Figure 1. Register map, names as in the netlist (run 1).
Drawn at 6 px/um.
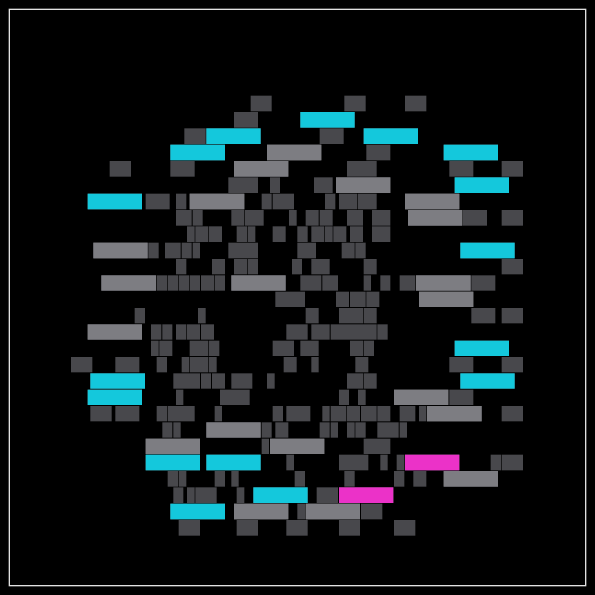
Figure 2. Wiring by layer (run 1).
Drawn at 4 px/um. Only two layers are drawn.
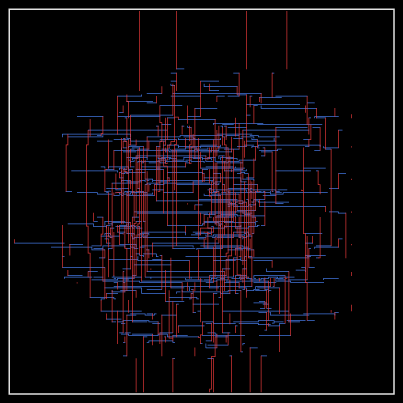
Figure 3. Cells colored by class (run 1).
Drawn at 3 px/um.
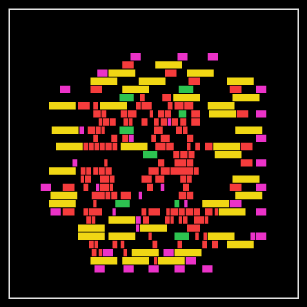
Figure 4. The metal 3 layer (run 1).
Drawn at 4 px/um.
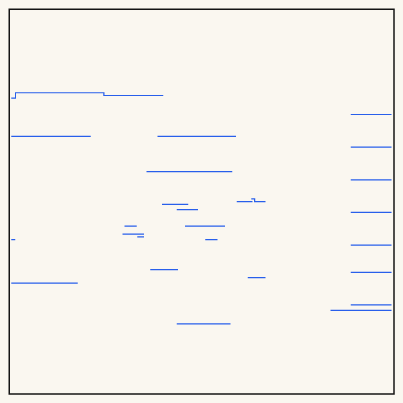
Design sync_delay_measure, sky130hd; sources not shown.
==> flow_summary.rst, run 1 <==
Synthesis and place-and-route
=============================

.. list-table::
   :header-rows: 1

   * - Metric
     - Value
   * - Total number of nets in the final design
     - 221
   * - Cell seen most often among critical-path stages
     - sky130_fd_sc_hd__clkbuf_1
   * - Synth top area share
     - 49.7%
   * - Peak-usage layer in the global routing report
     - met2
   * - Final Hold Fails
     - 0
   * - # Cells Yosys
     - 184
   * - Buffer type at the clock tree root
     - sky130_fd_sc_hd__clkbuf_8
   * - Global-route wire length before repair
     - 7.96 mm
   * - Setup Buffers After CTS
     - 0
   * - Number of combinational gates with multiple inputs
     - 123
   * - Part of the power in the clock network
     - 20.8%
   * - Most used flip-flop cell
     - sky130_fd_sc_hd__dfrtp_1
   * - Mean area per synthesized cell
     - 10.4 um^2
   * - Result of the run
     - finished, final reports clean
   * - Levels on crit path
     - 7
   * - Worst setup skew after layout
     - 0.00329 ns
   * - Worst setup slack for register-to-register paths
     - 2.81 ns
   * - Hold Buf Count CTS
     - 0
   * - Wire length on met1
     - 2.19 mm
   * - Summed negative setup slack over all endpoints
     - 0 ns
   * - Fraction of registers with async set or reset after synthesis
     - 100%
   * - Met2 track demand over resource in global routing
     - 16.9%
   * - NetSw
     - 0.000443 W
   * - Areal power density over the cells
     - 451 nW/um^2
   * - Post-synthesis xor/xnor area fraction
     - 0.916%
   * - Number of fillers in the final layout
     - 640
   * - Most frequently used cell type in the post-synthesis netlist
     - sky130_fd_sc_hd__dfrtp_1
   * - Largest net degree at the start of global routing
     - 39
   * - Startpoint class of the critical path
     - primary input
   * - Setup-failing EPs final
     - 0
   * - Die Footprint
     - 9180 um^2
   * - Net switching fraction of the power
     - 42.2%
   * - Cells along the critical path
     - clkdlybuf4s50_1 > nand2b_1 > and3_1 > clkbuf_1 > clkbuf_1 > nand3_1 > a31oi_1
   * - Dominant kind of cell by area
     - sequential cells
   * - Standby leakage power
     - 0.990 nW
   * - Drt first pass iters
     - 4
   * - Cell internal power dissipation
     - 0.000607 W
   * - Total instance count after detailed placement
     - 284
   * - Area delta synth->final
     - 21.8%
   * - Max-Cap Viols
     - 0
   * - Total of cells resized after clock tree synthesis
     - 0
   * - Max frequency
     - 0.415 GHz
   * - Final critical-path share of the clock period
     - 47.3%
   * - Number of DRC violations after detailed routing
     - 0
   * - Number of I/O pins
     - 24
   * - Post-synthesis instance total
     - 184
   * - Effective utilization at floorplan
     - 30.6%
   * - Violation count after the first detailed-routing iteration
     - 94
   * - Area share of and/or/nand/nor cells after synthesis
     - 21.1%
   * - CTS tree
     - built
   * - Chip area estimate from yosys synthesis
     - 1910 um^2
   * - CTS clock-pin slew for the worst setup and hold paths
     - 0.07 ns
   * - Metal3 WL
     - 264 um
   * - Overall overflow remaining after global route
     - 0
   * - Cell depth of the worst hold path
     - 2
   * - Logic cell area
     - 862 um^2
   * - Placer Congestion
     - 0.898
   * - Min Hold Slack
     - 0.481 ns
   * - Global Route met1 Usage
     - 14.3%
   * - List of most frequent post-synthesis cells
     - sky130_fd_sc_hd__dfrtp_1, sky130_fd_sc_hd__o21ai_0, sky130_fd_sc_hd__nand3_1
   * - Pre-CTS worst setup slack
     - 2.39 ns
   * - Maximum level of the CTS H-tree
     - 2
   * - Slew at the pin closest to its max-slew limit
     - 0.852 ns
   * - Net Count, Synth
     - 191
   * - Commonest Layout Cell
     - sky130_fd_sc_hd__dfrtp_1
   * - Number of antenna violations at the first check in global routing
     - 0
   * - Number of cells in the finished layout apart from fillers
     - 292
   * - OpenROAD warning count
     - 27
   * - Routed length on met2
     - 2.15 mm
   * - Num CTS Buffers
     - 5
   * - Via-per-instance ratio
     - 5.32
   * - Count of inserted tapcells
     - 77
   * - Startpoint-to-endpoint class of the critical path
     - in2reg
   * - Worst slew margin
     - 43.2%
   * - Die Span X
     - 95.8 um
   * - Setup slack after layout
     - 2.69 ns
   * - Crit path max fanout
     - 10
   * - Area post-placement
     - 2230 um^2
   * - Combinational share of cell area
     - 37.0%
   * - Top logic cells by instance count in the layout
     - sky130_fd_sc_hd__dfrtp_1, sky130_fd_sc_hd__clkdlybuf4s50_1, sky130_fd_sc_hd__o21ai_0, sky130_fd_sc_hd__nand3_1, sky130_fd_sc_hd__mux2_2
   * - NonClk Buf Share
     - 12.1%
   * - Repair and plain buffers
     - 35
   * - Crit path capture type
     - flip-flop
   * - Dominant cell type by area after synthesis
     - sky130_fd_sc_hd__dfrtp_1
## Picture notes: Figure 1
netlist name	color	flops
state_q	magenta	2
delay	cyan	16
not colored	20
share of the core filled with cells: 37.3%
sequential cell area: 951 um^2
sequential logic power: 0.000370 W
fraction of area in registers: 40.8%

## Picture notes: Figure 2
layer	color	wire length
M2	red	2150 um
M1	blue	2190 um
detail-routed net length per standard cell: 16.0 um
global routing usage summed across all routing layers: 11.2%
via count of the routed design: 1554
final wirelength: 4.68 mm

## Picture notes: Figure 3
class	color	cells	share of their area
sequential cells	yellow	38	43%
remaining logic cells	red	134	40%
clock drivers and dummy loads	green	8	4.3%
remaining buffers and delay cells	magenta	35	13%
summed area of non-filler cells in the final layout: 2330 um^2
placeable core region: 6240 um^2

## Picture notes: Figure 4
main direction	horizontal
longest straight run	22.1 um
share of all routed wire	5.7%
met3 routing resource usage after global routing: 3.12%

--- run 2 (diff from run 1) ---
==> constraint.sdc (replaced) <==
create_clock -name clk -period 2.25 [get_ports clk]
set_input_delay 0.3375 -clock clk [delete_from_list [all_inputs] [get_ports clk]]
set_output_delay 0.3375 -clock clk [all_outputs]
set_load 0.05 [all_outputs]
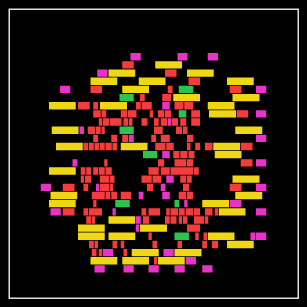
Figure 5: run 2, cells colored by class.
Drawn at 3 px/um.
class	color	cells	share of their area
remaining logic cells	red	134	40%
sequential cells	yellow	38	42%
clock drivers and dummy loads	green	8	4.2%
remaining buffers and delay cells	magenta	39	14%
number of rows created at floorplan: 29
summed area of non-filler cells in the final layout: 2370 um^2

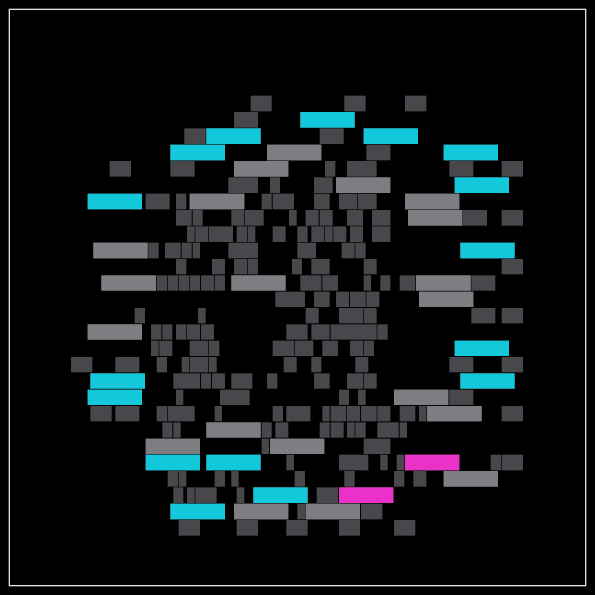
Figure 6: run 2, register map, names as in the netlist.
Drawn at 6 px/um.
netlist name	color	flops
delay	cyan	16
state_q	magenta	2
not colored	20
fraction of area in registers: 40.1%
share of the core filled with cells: 38.0%
sequential logic power: 0.000839 W

==> flow_summary.rst, run 2 <==
Synthesis and place-and-route
=============================

.. list-table::
   :header-rows: 1

   * - Metric
     - Value
   * - Result of the run
     - finished, final reports clean
   * - Post-synthesis xor/xnor area fraction
     - 0.916%
   * - Setup-failing EPs final
     - 0
   * - Final critical-path share of the clock period
     - 92.7%
   * - Sequential cell area
     - 951 um^2
   * - Global routing usage summed across all routing layers
     - 11.3%
   * - Detail-routed net length per standard cell
     - 15.9 um
   * - Part of the power in the clock network
     - 20.6%
   * - Crit path max fanout
     - 8
   * - Post-synthesis instance total
     - 184
   * - Worst slew margin
     - 42.8%
   * - OpenROAD warning count
     - 27
   * - Combinational share of cell area
     - 36.7%
   * - Effective utilization at floorplan
     - 30.6%
   * - Worst setup slack for register-to-register paths
     - 0.16 ns
   * - Number of fillers in the final layout
     - 637
   * - NonClk Buf Share
     - 13.3%
   * - Mean area per synthesized cell
     - 10.4 um^2
   * - Via count of the routed design
     - 1579
   * - CTS clock-pin slew for the worst setup and hold paths
     - 0.07 ns
   * - Die Span X
     - 95.8 um
   * - Global-route wire length before repair
     - 8.03 mm
   * - List of most frequent post-synthesis cells
     - sky130_fd_sc_hd__dfrtp_1, sky130_fd_sc_hd__o21ai_0, sky130_fd_sc_hd__nand3_1
   * - Total number of nets in the final design
     - 225
   * - Wire length on met1
     - 2.15 mm
   * - Setup slack after layout
     - 0.164 ns
   * - Routed length on met2
     - 2.15 mm
   * - Summed negative setup slack over all endpoints
     - 0 ns
   * - Repair and plain buffers
     - 39
   * - Placeable core region
     - 6240 um^2
   * - Min Hold Slack
     - 0.155 ns
   * - Startpoint-to-endpoint class of the critical path
     - reg2reg
   * - Fraction of registers with async set or reset after synthesis
     - 100%
   * - Met2 track demand over resource in global routing
     - 17.0%
   * - Setup Buffers After CTS
     - 3
   * - Dominant cell type by area after synthesis
     - sky130_fd_sc_hd__dfrtp_1
   * - Max-Cap Viols
     - 0
   * - Standby leakage power
     - 1.02 nW
No activity file was given, so power comes from the tool's default toggle rates.
